File: src/rtl/da_pkg.sv
// Shared types and helpers for the burst reader and timeout counter.
package da_pkg;

    typedef enum logic [1:0] {
        IDLE   = 2'd0,
        HEADER = 2'd1,
        DATA   = 2'd2
    } burst_state_t;

    // Default header layout: channel tag in the MSBs, burst length in the low bits.
    localparam int unsigned HDR_W      = 8;
    localparam int unsigned HDR_LEN_W  = 3;
    localparam int unsigned HDR_CHAN_W = HDR_W - HDR_LEN_W;

    // Packs {chan, len}; the caller truncates the result to its header width.
    function automatic logic [31:0] make_header(input logic [31:0] chan,
                                                input logic [31:0] len,
                                                input int unsigned len_w);
        logic [31:0] len_mask;
        len_mask = (32'd1 << len_w) - 32'd1;
        return (chan << len_w) | (len & len_mask);
    endfunction

endpackage

File: src/rtl/burst_timeout_counter.sv
// Saturating idle timer: clears on clr_i, counts while en_i, flags when it reaches TIMEOUT.
module burst_timeout_counter #(
    parameter int unsigned TIMEOUT = 255
) (
    input  logic clk,
    input  logic reset,
    input  logic clr_i,
    input  logic en_i,
    output logic expired_o
);

    localparam int unsigned CW = $clog2(TIMEOUT + 1);

    logic [CW-1:0] cnt_q, cnt_d;
    logic          expired_q;

    // Next count: clear wins, otherwise count up and hold at TIMEOUT.
    always_comb begin
        cnt_d = cnt_q;
        if (clr_i) begin
            cnt_d = '0;
        end else if (en_i && (cnt_q != CW'(TIMEOUT))) begin
            cnt_d = cnt_q + CW'(1);
        end
    end

    // Count register with a registered expiry flag that tracks it.
    always_ff @(posedge clk) begin
        if (reset) begin
            cnt_q     <= '0;
            expired_q <= 1'b0;
        end else begin
            cnt_q     <= cnt_d;
            expired_q <= (cnt_d == CW'(TIMEOUT));
        end
    end

    assign expired_o = expired_q;

endmodule

File: src/rtl/fifo_burst_reader.sv
// Drains a sample FIFO in header+data bursts onto a valid/ready byte stream.
module fifo_burst_reader
    import da_pkg::*;
#(
    parameter int unsigned Nb        = 8,
    parameter int unsigned M         = 2,
    parameter int unsigned BURST_LEN = 4,
    parameter int unsigned CHAN_ID   = 0,
    parameter int unsigned TIMEOUT   = 255
) (
    input  logic          clk,
    input  logic          reset,
    input  logic          in_valid,
    output logic          in_ready,
    input  logic [Nb-1:0] in_data,
    input  logic [M:0]    in_count,
    output logic          out_valid,
    input  logic          out_ready,
    output logic [Nb-1:0] out_data,
    output logic          out_last,
    output logic          busy
);

    localparam int unsigned LEN_W = M + 1;

    burst_state_t   state_q, state_d;
    logic [LEN_W-1:0] rem_q, rem_d;
    logic           out_valid_q, out_valid_d;
    logic [Nb-1:0]  out_data_q, out_data_d;
    logic           out_last_q, out_last_d;

    logic             tmr_clr, tmr_en, tmr_expired;
    logic             fifo_full, fifo_nonempty, in_xfer;
    logic [LEN_W-1:0] len_sel;
    logic [Nb-1:0]    header_word;

    burst_timeout_counter #(
        .TIMEOUT (TIMEOUT)
    ) u_timer (
        .clk       (clk),
        .reset     (reset),
        .clr_i     (tmr_clr),
        .en_i      (tmr_en),
        .expired_o (tmr_expired)
    );

    // Start conditions and header contents; a full burst takes priority over a flush.
    assign fifo_full     = (in_count >= LEN_W'(BURST_LEN));
    assign fifo_nonempty = (in_count != '0);
    assign len_sel       = fifo_full ? LEN_W'(BURST_LEN) : in_count;
    assign header_word   = Nb'(make_header(32'(CHAN_ID), 32'(len_sel), LEN_W));

    // Pop only while words remain and the output register is free or draining.
    assign in_ready = (state_q != IDLE) && (rem_q != '0) && (!out_valid_q || out_ready);
    assign in_xfer  = in_valid && in_ready;

    // Next-state, burst counter, output register and idle-timer control.
    always_comb begin
        state_d     = state_q;
        rem_d       = rem_q;
        out_valid_d = out_valid_q;
        out_data_d  = out_data_q;
        out_last_d  = out_last_q;
        tmr_clr     = 1'b0;
        tmr_en      = 1'b0;

        case (state_q)
            IDLE: begin
                tmr_en  = fifo_nonempty && !fifo_full;
                tmr_clr = !fifo_nonempty;
                if (fifo_full || (tmr_expired && fifo_nonempty)) begin
                    tmr_clr     = 1'b1;
                    state_d     = HEADER;
                    rem_d       = len_sel;
                    out_data_d  = header_word;
                    out_valid_d = 1'b1;
                    out_last_d  = 1'b0;
                end
            end

            HEADER, DATA: begin
                tmr_clr = 1'b1;
                if (in_xfer) begin
                    out_data_d  = in_data;
                    out_valid_d = 1'b1;
                    rem_d       = rem_q - LEN_W'(1);
                    out_last_d  = (rem_q == LEN_W'(1));
                end else if (out_ready) begin
                    out_valid_d = 1'b0;
                    out_last_d  = 1'b0;
                end

                if (state_q == HEADER) begin
                    state_d = DATA;
                end else if ((rem_q == '0) && out_valid_q && out_ready && out_last_q) begin
                    state_d = IDLE;
                end
            end

            default: begin
                state_d     = IDLE;
                out_valid_d = 1'b0;
                out_last_d  = 1'b0;
            end
        endcase
    end

    // State and output registers.
    always_ff @(posedge clk) begin
        if (reset) begin
            state_q     <= IDLE;
            rem_q       <= '0;
            out_valid_q <= 1'b0;
            out_data_q  <= '0;
            out_last_q  <= 1'b0;
        end else begin
            state_q     <= state_d;
            rem_q       <= rem_d;
            out_valid_q <= out_valid_d;
            out_data_q  <= out_data_d;
            out_last_q  <= out_last_d;
        end
    end

    assign out_valid = out_valid_q;
    assign out_data  = out_data_q;
    assign out_last  = out_last_q;
    assign busy      = (state_q != IDLE);

endmodule

File: config.mk
export PLATFORM = sky130hd
export DESIGN_NAME = fifo_burst_reader
export DESIGN_NICKNAME = d
export VERILOG_FILES = /design/src/rtl/da_pkg.sv /design/src/rtl/burst_timeout_counter.sv /design/src/rtl/fifo_burst_reader.sv
export SDC_FILE = /design/constraint.sdc
export NUM_CORES = 1
export LEC_CHECK = 0
export ABC_AREA = 1
export ABC_CLOCK_PERIOD_IN_PS = 1800
export CELL_PAD_IN_SITES_DETAIL_PLACEMENT = 1
export CELL_PAD_IN_SITES_GLOBAL_PLACEMENT = 1
export CORE_ASPECT_RATIO = 1.1
export CORE_MARGIN = 3
export CORE_UTILIZATION = 38
export CTS_BUF_LIST = sky130_fd_sc_hd__clkbuf_4 sky130_fd_sc_hd__clkbuf_8
export DETAILED_ROUTE_END_ITERATION = 10
export GPL_ROUTABILITY_DRIVEN = 1
export GPL_TIMING_DRIVEN = 0
export PLACE_DENSITY = 0.88
export SKIP_CTS_REPAIR_TIMING = 1
export SLEW_MARGIN = 25
export SYNTH_ARGS = -nofsm -noshare
export SYNTH_HDL_FRONTEND = slang
export SYNTH_SLANG_ARGS = --single-unit
File: constraint.sdc
create_clock -name clk -period 1.8 [get_ports clk]
set_input_delay 0.27 -clock clk [delete_from_list [all_inputs] [get_ports clk]]
set_output_delay 0.27 -clock clk [all_outputs]
set_load 0.01 [all_outputs]
**Run 1: metal layers overlaid**

(6 px per um)
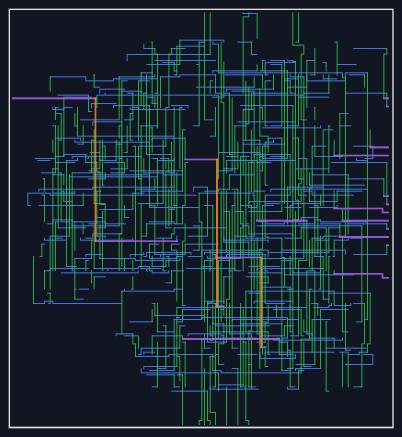
| color | layer | wire length |
|---|---|---|
| green | M2 | 2340 um |
| orange | M4 | 63.2 um |
| purple | M3 | 116 um |
| blue | M1 | 1750 um |
per-cell routed wire length: 15.1 um
via count of the routed design: 1432
global-route usage over all layers: 16.8%
final routed wirelength across all metal layers: 4270 um

**Run 1: clock wiring as the flow saved it**

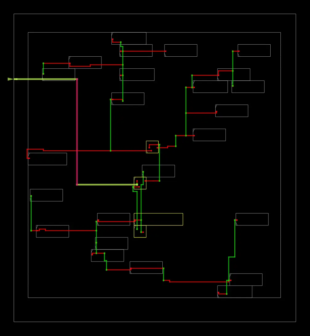
number of buffers added by the clock tree synthesis step: 3
power in the clock group: 402 uW

==> results_tabular.tex, run 1 <==
% Implementation results table
\begin{tabular}{lr}
\hline
Metric & Value \\
\hline
\multicolumn{2}{l}{\textbf{Floorplanning}} \\
\quad Overall die width & 63.7 um \\
\quad Placeable Area & 3410 um2 \\
\quad Vertical extent of the die & 69.5 um \\
\quad Io pins & 27 \\
\quad Floorplan core density & 40.8\% \\
\quad Num tapcells & 48 \\
\quad Placement row count & 22 \\
\quad Area of the die & 4420 um2 \\
\multicolumn{2}{l}{\textbf{Drt}} \\
\quad Met3 wire length & 115 um \\
\quad Uppermost metal layer occupied by signal nets & met4 \\
\quad Remaining design rule violation count & 0 \\
\quad Count of routing violations after the opening detailed-route iteration & 32 \\
\quad Ratio of routed vias to standard cells & 5.06 \\
\quad Antenna-violating nets left & 0 \\
\quad Wire length on met1 & 1750 um \\
\quad First drt pass iteration count & 4 \\
\multicolumn{2}{l}{\textbf{STA}} \\
\quad Worst-case headroom to the max-slew limit & 68.6\% \\
\quad Final Hold Fails & 0 \\
\quad Post-layout minimum cycle time & 1.78 ns \\
\quad Highest clock rate & 563 MHz \\
\quad Setup TNS & 0 ns \\
\quad Slew @ Worst Pin & 0.471 ns \\
\quad Post-route clock period utilization & 98.7\% \\
\quad Worst hold slack & 0.501 ns \\
\quad Final number of max-transition violations & 0 \\
\multicolumn{2}{l}{\textbf{Cells and area}} \\
\quad Filler cell count in the final layout & 456 \\
\quad Clkbuf count & 3 \\
\quad Share of layout cells above drive strength 1 & 21.3\% \\
\quad Sequential share of cell area & 25.9\% \\
\quad Number of logic inverters in the finished layout & 28 \\
\quad Final cell count without fillers & 283 \\
\quad Final design utilization & 55.4\% \\
\quad FFs \& Latches & 24 \\
\quad Share of cell area taken by multi-input logic gates & 44.8\% \\
\quad Layout overhead on the synthesized area & 35.8\% \\
\quad Fraction of cell area in non-clock buffers & 17.8\% \\
\quad Finished Cell Area & 1890 um2 \\
\quad Comb. cell area & 846 um2 \\
\quad Most used cells in the layout excluding fill and tap cells & 41 x nand2\_1, 24 x clkdlybuf4s50\_1, 23 x nor2\_1 \\
\quad Repair and plain buffers & 36 \\
\quad NumNets Final & 259 \\
\quad Sequential cell area in the final layout & 489 um2 \\
\multicolumn{2}{l}{\textbf{CTS}} \\
\quad CTS tree & yes \\
\quad Buffer cell driving the clock tree root & clkbuf\_4 \\
\quad Number of H-tree levels & 1 \\
\quad \# clock sinks & 24 \\
\quad Max clock buf depth & 2 \\
\quad Worst-path clk slew & 0.16 ns \\
\multicolumn{2}{l}{\textbf{GRT}} \\
\quad Via count of the first global-routing pass & 1376 \\
\quad Initial antenna violation count & 0 \\
\quad Pin count of the biggest net entering global routing & 15 \\
\quad Wire length of the first global-routing pass & 6040 um \\
\multicolumn{2}{l}{\textbf{Setup path}} \\
\quad Worst Path Max Fanout & 10 \\
\quad Worst r2r path cells & 10 \\
\quad Worst setup path endpoint & out\_data[7] \\
\quad WS Path Type & flop to flop \\
\quad Arrival time of the worst setup path & 2.00 ns \\
\quad Family with the most delay on the worst path & buffers and inverters \\
\quad Worst Path Buf+Inv & 4 \\
\quad Launch instance of the worst register-to-register path & state\_q[1] \\
\quad Capture instance of the worst register-to-register path & out\_data[7] \\
\quad Crit-path max cell delay & 0.40 ns \\
\quad Cell-by-cell listing of the critical path & inv\_2 > ha\_4 > buf\_8 > inv\_2 > nand2\_2 > o21a\_1 > nand2\_2 > buf\_4 > a22oi\_1 > nor2\_1 \\
\quad Slowest stage cell on the critical path & dfxtp\_2 \\
\quad Startpoint type of the worst setup path & flop \\
\quad Stages on worst setup path & 10 \\
\quad Critical path endpoint category & flop \\
\quad Crit. Startpoint & state\_q[1] \\
\multicolumn{2}{l}{\textbf{Min path}} \\
\quad WHS Endpoint & out\_data[0] \\
\quad Worst hold path stage count & 2 \\
\quad Type of the worst min-delay path & flop to flop \\
\quad Hold path start & out\_data[0] \\
\multicolumn{2}{l}{\textbf{Place}} \\
\quad Detailed placement HPWL & 2730 um \\
\quad Placer congestion estimate & 0.778 \\
\quad Placed inst area & 1710 um2 \\
\quad Input/output buffers & 26 \\
\quad Placed cell count & 272 \\
\multicolumn{2}{l}{\textbf{Synthesis}} \\
\quad YS chip area & 1390 um2 \\
\quad Synth Seq Share & 34.5\% \\
\quad Mapped Area & 1390 um2 \\
\quad Yosys reg bits & 24 \\
\quad Number of nets at floorplan & 221 \\
\quad Synth unique cells & 28 \\
\quad \# Cells Yosys & 198 \\
\quad Gate Count Post-Synth & 198 \\
\quad Syn Area/Cell & 7.03 um2 \\
\quad Total number of yosys warnings & 0 \\
\multicolumn{2}{l}{\textbf{Job}} \\
\quad Number of OpenROAD warnings & 31 \\
\quad Max-cap violations & 0 \\
\multicolumn{2}{l}{\textbf{Power and ir drop}} \\
\quad Peak supply drop & 494 uV \\
\quad Static Leakage & 0.774 nW \\
\multicolumn{2}{l}{\textbf{Outcome}} \\
\quad Result of the run & finished, final reports clean \\
\hline
\end{tabular}
**Run 1: clock distribution**

(4 px per um)
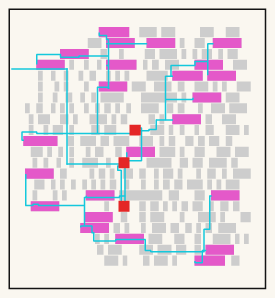
[red] clock-net drivers | count: 3
[cyan] clock wires | length: 341 um
[magenta] flip-flops | count: 24
routed clock nets: 4
flops lie: spread over the die
clock latency of the later-clocked register in the worst-skew pair: 0.33 ns
setup skew after layout: 0.0196 ns
clock group share of total power: 16.0%

## run 1: stage by stage
step	setup slack (ns)	total power, mW
final	0.0239	2.51
after global routing	-0.0976	2.70
after detailed placement	-0.123	1.82
after floorplan	0.199	1.45
after global placement	-0.114	1.79
after CTS	-0.362	2.23
## run 1: synth_stat cells
master | instances | area [um2]
o211ai_1 | 1 | 7.51
nand4_1 | 2 | 12.5
a21oi_1 | 9 | 45.0
nor2_1 | 26 | 97.6
o21ai_0 | 14 | 70.1
o22ai_1 | 1 | 6.26
nand2_1 | 44 | 165
dfxtp_1 | 24 | 480
or2_2 | 2 | 12.5
inv_2 | 3 | 11.3
nor3_1 | 1 | 5.00
nand3_1 | 11 | 55.1
nor2_4 | 3 | 33.8
a21oi_2 | 2 | 17.5
nand2_2 | 3 | 18.8
a211oi_1 | 1 | 7.51
nand3b_1 | 1 | 7.51
ha_1 | 8 | 100
inv_1 | 25 | 93.8
buf_6 | 1 | 11.3
clkbuf_1 | 1 | 3.75
buf_4 | 1 | 7.51
nand3_2 | 2 | 20.0
nand2_4 | 1 | 11.3
o21a_1 | 2 | 15.0
a211oi_2 | 1 | 12.5
a22oi_1 | 6 | 45.0
xor2_1 | 2 | 17.5
## run 1: logic make-up after synthesis
| group | synth area share [%] |
|---|---|
| AND-OR/OR-AND | 16.3 |
| XOR/XNOR | 1.26 |
| AND/OR/NAND/NOR | 31.6 |
| buffers and inverters | 9.17 |
| flip-flops | 34.5 |
| adder cells (fa/ha/maj) | 7.19 |
## run 1: power by group
group / internal (mW) / switching (mW)
registers: 0.628 / 0.0677
logic: 0.579 / 0.836
clock network: 0.225 / 0.177
total: 1.43 / 1.08
## run 1: metal layers
metal,track usage [%],vias up
li1,-,715
met1,20.0,689
met2,30.9,22
met3,2.43,6
met4,4.32,0
met5,0,-
**Run 1: logic cells by family**

(4 px per um)
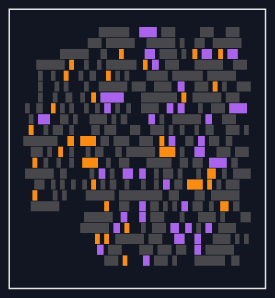

==> run 2: changes to the inputs <==
- ABC_CLOCK_PERIOD_IN_PS: 1800 -> 2200
- CORE_UTILIZATION: 38 -> 41
- PLACE_DENSITY: 0.88 -> 0.93
- clock period: 1.8 -> 2.2 ns (I/O delays scaled with it)
**Run 2: logic cells by family**

(4 px per um)
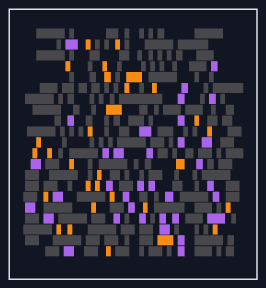
| color | family | cells | most used |
|---|---|---|---|
| orange | nor cells | 30 | nor2_1 |
| purple | aoi and oai cells | 35 | o21ai_0 |
share of cell area taken by multi-input logic gates: 44.6%
final cell count without fillers: 263
most common library cell in the layout ignoring fill and taps: nand2_1

**Run 2: clock distribution**

(4 px per um)
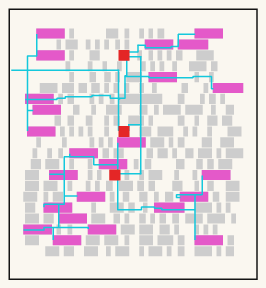
[red] clock-net drivers | count: 3
[cyan] clock wires | length: 332 um
[magenta] flip-flops | count: 24
flops lie: spread over the die
clock latency of the later-clocked register in the worst-skew pair: 0.34 ns
setup skew after layout: 0.0117 ns
clock group share of total power: 17.8%
power in the clock group: 331 uW

==> run 2 against run 1 <==
First-iteration DRC count is 22% higher; non-clock buffer count is 6 lower; clock skew is 0.0079 ns lower; routed wire length is 9.4% lower; global-route usage is 4.0 points higher; critical path depth is 6 lower; utilization is 0.56 points higher; count of clock-buffer cells in the layout stayed put; synthesized cell count stayed put; synthesized area stayed put; via count is 3.4% lower; total power is 26% lower; largest cell class unchanged; highest routed layer unchanged.
==> results_tabular.tex, run 2 <==
% Implementation results table
\begin{tabular}{lr}
\hline
Metric & Value \\
\hline
\multicolumn{2}{l}{\textbf{Floorplanning}} \\
\quad Area of the die & 4130 um2 (-6.7\%) \\
\quad Placeable Area & 3150 um2 (-7.6\%) \\
\quad Placement row count & 21 (-4.5\%) \\
\quad Vertical extent of the die & 67.1 um (-3.4\%) \\
\quad Io pins & 27 (unchanged) \\
\quad Floorplan core density & 44.1\% (+3.4 points) \\
\quad Overall die width & 61.5 um (-3.4\%) \\
\multicolumn{2}{l}{\textbf{Power and ir drop}} \\
\quad Static Leakage & 0.740 nW (-4.4\%) \\
\quad Overall power consumption & 1.86 mW (-26\%) \\
\quad Power Dens Cells & 1050 nW/um2 \\
\quad Peak supply drop & 408 uV (-17\%) \\
\multicolumn{2}{l}{\textbf{Outcome}} \\
\quad Result of the run & finished, final reports clean \\
\multicolumn{2}{l}{\textbf{Synthesis}} \\
\quad Main area contributors & dfxtp\_1 35\%, nand2\_1 12\%, ha\_1 7.2\% \\
\quad Most instantiated flip-flop cell in the synthesis netlist & dfxtp\_1 \\
\quad Top-area cell share & 34.5\% (unchanged) \\
\quad Mapped Area & 1390 um2 (unchanged) \\
\quad Most area-hungry cell type in the Yosys netlist & dfxtp\_1 \\
\quad \# Cells Yosys & 198 (unchanged) \\
\quad YS chip area & 1390 um2 (unchanged) \\
\quad Synth Seq Share & 34.5\% (unchanged) \\
\quad Gate Count Post-Synth & 198 (unchanged) \\
\quad Synth unique cells & 28 (unchanged) \\
\quad Most numerous cell in the Yosys netlist & nand2\_1 \\
\quad Number of synthesized flops with an enable pin & 0 (unchanged) \\
\quad Syn Area/Cell & 7.03 um2 (unchanged) \\
\quad Commonest cells post-synth & 44 x nand2\_1, 26 x nor2\_1, 25 x inv\_1, 24 x dfxtp\_1, 14 x o21ai\_0 \\
\quad Number of nets at floorplan & 221 (unchanged) \\
\quad Yosys reg bits & 24 (unchanged) \\
\quad Synth async-reset ratio & 0\% (unchanged) \\
\quad Total number of yosys warnings & 0 (unchanged) \\
\multicolumn{2}{l}{\textbf{Cells and area}} \\
\quad Share of layout cells above drive strength 1 & 12.2\% (-9.0 points) \\
\quad Filler cell count in the final layout & 422 (-7.5\%) \\
\quad Ant diodes & 0 \\
\quad NumNets Final & 253 (-2.3\%) \\
\quad Most used cells in the layout excluding fill and tap cells & 44 x nand2\_1, 25 x inv\_1, 25 x nor2\_1, 25 x clkdlybuf4s50\_1, 21 x dfxtp\_1 \\
\quad Final design utilization & 55.9\% (+0.56 points) \\
\quad Layout overhead on the synthesized area & 26.7\% \\
\multicolumn{2}{l}{\textbf{STA}} \\
\quad Unrepaired setup endpoints after global routing & false \\
\quad Final number of max-transition violations & 0 (unchanged) \\
\quad Slew @ Worst Pin & 0.490 ns (+0.0187 ns) \\
\quad Highest clock rate & 495 MHz \\
\quad Post-layout minimum cycle time & 2.02 ns \\
\quad Worst-case headroom to the max-slew limit & 67.3\% (-1.2 points) \\
\quad Final Hold Fails & 0 (unchanged) \\
\quad Setup TNS & 0 ns (unchanged) \\
\quad Post-route clock period utilization & 91.9\% \\
\quad Setup Viol. Count Final & 0 \\
\multicolumn{2}{l}{\textbf{GRT}} \\
\quad Global-route usage over all layers & 20.8\% (+4.0 points) \\
\quad Global route total overflow & 0 \\
\quad Layer with the highest usage after global routing & met2 \\
\quad Via count of the first global-routing pass & 1441 (+4.7\%) \\
\quad Pin count of the biggest net entering global routing & 15 (unchanged) \\
\quad Wire length of the first global-routing pass & 6390 um (+5.8\%) \\
\quad Met1 global-route usage & 24.7\% (+4.7 points) \\
\quad Initial antenna violation count & 0 (unchanged) \\
\quad Met2 Resource Use GR & 37.7\% (+6.8 points) \\
\quad Met3 global-route usage & 2.91\% (+0.48 points) \\
\multicolumn{2}{l}{\textbf{CTS}} \\
\quad \# clock sinks & 24 (unchanged) \\
\quad Buffer cell driving the clock tree root & clkbuf\_4 \\
\quad CTS tree & yes \\
\quad Number of H-tree levels & 1 (unchanged) \\
\quad Number of buffers added by the clock tree synthesis step & 3 (unchanged) \\
\quad Max clock buf depth & 2 (unchanged) \\
\quad Worst-path clk slew & 0.13 ns (-0.03 ns) \\
\multicolumn{2}{l}{\textbf{Min path}} \\
\quad Type of the worst min-delay path & flop to flop \\
\multicolumn{2}{l}{\textbf{Setup path}} \\
\quad Startpoint type of the worst setup path & flop \\
\quad R2r setup slk & 0.31 ns \\
\quad Arrival time of the worst setup path & 1.69 ns (-0.31 ns) \\
\quad Critical path endpoint category & primary output \\
\quad Worst endpoint required time & 1.87 ns \\
\quad Worst Path Max Fanout & 5 (-5) \\
\quad WS Path Type & flop to primary output \\
\multicolumn{2}{l}{\textbf{Place}} \\
\quad Placer congestion estimate & 0.782 (+0.57\%) \\
\quad Detailed placement HPWL & 3010 um (+10\%) \\
\quad Input/output buffers & 26 (unchanged) \\
\quad Placed cell count & 258 (-5.1\%) \\
\multicolumn{2}{l}{\textbf{Drt}} \\
\quad Final routed wirelength across all metal layers & 3870 um (-9.4\%) \\
\quad Routed wire length on met2 & 1970 um \\
\quad Wire length on met1 & 1750 um (unchanged) \\
\quad First drt pass iteration count & 4 (unchanged) \\
\quad Uppermost metal layer occupied by signal nets & met4 \\
\quad Per-cell routed wire length & 14.7 um (-2.5\%) \\
\quad Met3 wire length & 100 um (-13\%) \\
\quad Via count of the routed design & 1383 (-3.4\%) \\
\quad Antenna-violating nets left & 0 (unchanged) \\
\quad Ratio of routed vias to standard cells & 5.26 (+3.9\%) \\
\quad Remaining design rule violation count & 0 (unchanged) \\
\quad Count of routing violations after the opening detailed-route iteration & 39 (+22\%) \\
\multicolumn{2}{l}{\textbf{Job}} \\
\quad Max-cap violations & 0 (unchanged) \\
\quad Number of OpenROAD warnings & 31 (unchanged) \\
\hline
\end{tabular}
[run 2: cell counts after synthesis]
Identical to the previous run, type by type.
[run 2: cell families (layout without fill, tap and decap cells)]
group	count (synthesis)	count (layout)	synth area share [%]
XOR/XNOR	2	2	1.26
AND/OR/NAND/NOR	96	96	31.6
buffers and inverters	31	62	9.17
AND-OR/OR-AND	37	37	16.3
adder cells (fa/ha/maj)	8	8	7.19
flip-flops	24	24	34.5
[run 2: per-stage QoR]
| step | worst slack, ns | hold slack [ns] | instance area [um2] |
|---|---|---|---|
| detailed placement | 0.225 | 0.488 | 1690 |
| finish | 0.179 | 0.492 | 1760 |
| floorplan | 0.599 | 0.403 | 1390 |
| global placement | 0.288 | 0.471 | 1690 |
| CTS | -0.0202 | 0.507 | 1750 |
| global route | 0.0849 | 0.512 | 1760 |
[run 2: worst paths after layout]
path / from / end / cells after the start
max: state_q[0] / busy / 4
min: state_q[1] / state_q[1] / 2
max reg2reg: state_q[0] / u_timer.expired_o / 10
min reg2reg: state_q[1] / state_q[1] / 2
[run 2: where the power goes]
part	switching (mW)	internal (mW)
logic	0.587	0.379
registers	0.0485	0.511
clock network	0.147	0.185
total	0.783	1.08
[run 2: worst max-delay path: stages (launching register included)]
cell and delay (ns):
dfxtp_2 0.36, inv_1 0.07, ha_1 0.24, inv_1 0.13, clkdlybuf4s50_1 0.56
[run 2: cell type report]
| cell class | instances | area (um2) | share of cell area [%] |
|---|---|---|---|
| multi-input combinational | 143 | 786 | 44.6 |
| sequential | 24 | 484 | 27.5 |
| timing repair buffer | 27 | 270 | 15.3 |
| inverter | 28 | 105 | 5.96 |
| tap | 34 | 42.5 | 2.41 |
| clock inverter | 1 | 30.0 | 1.70 |
| clock buffer | 3 | 22.5 | 1.28 |
| buffer | 3 | 22.5 | 1.28 |
Power is estimated from default activity; no workload was simulated.
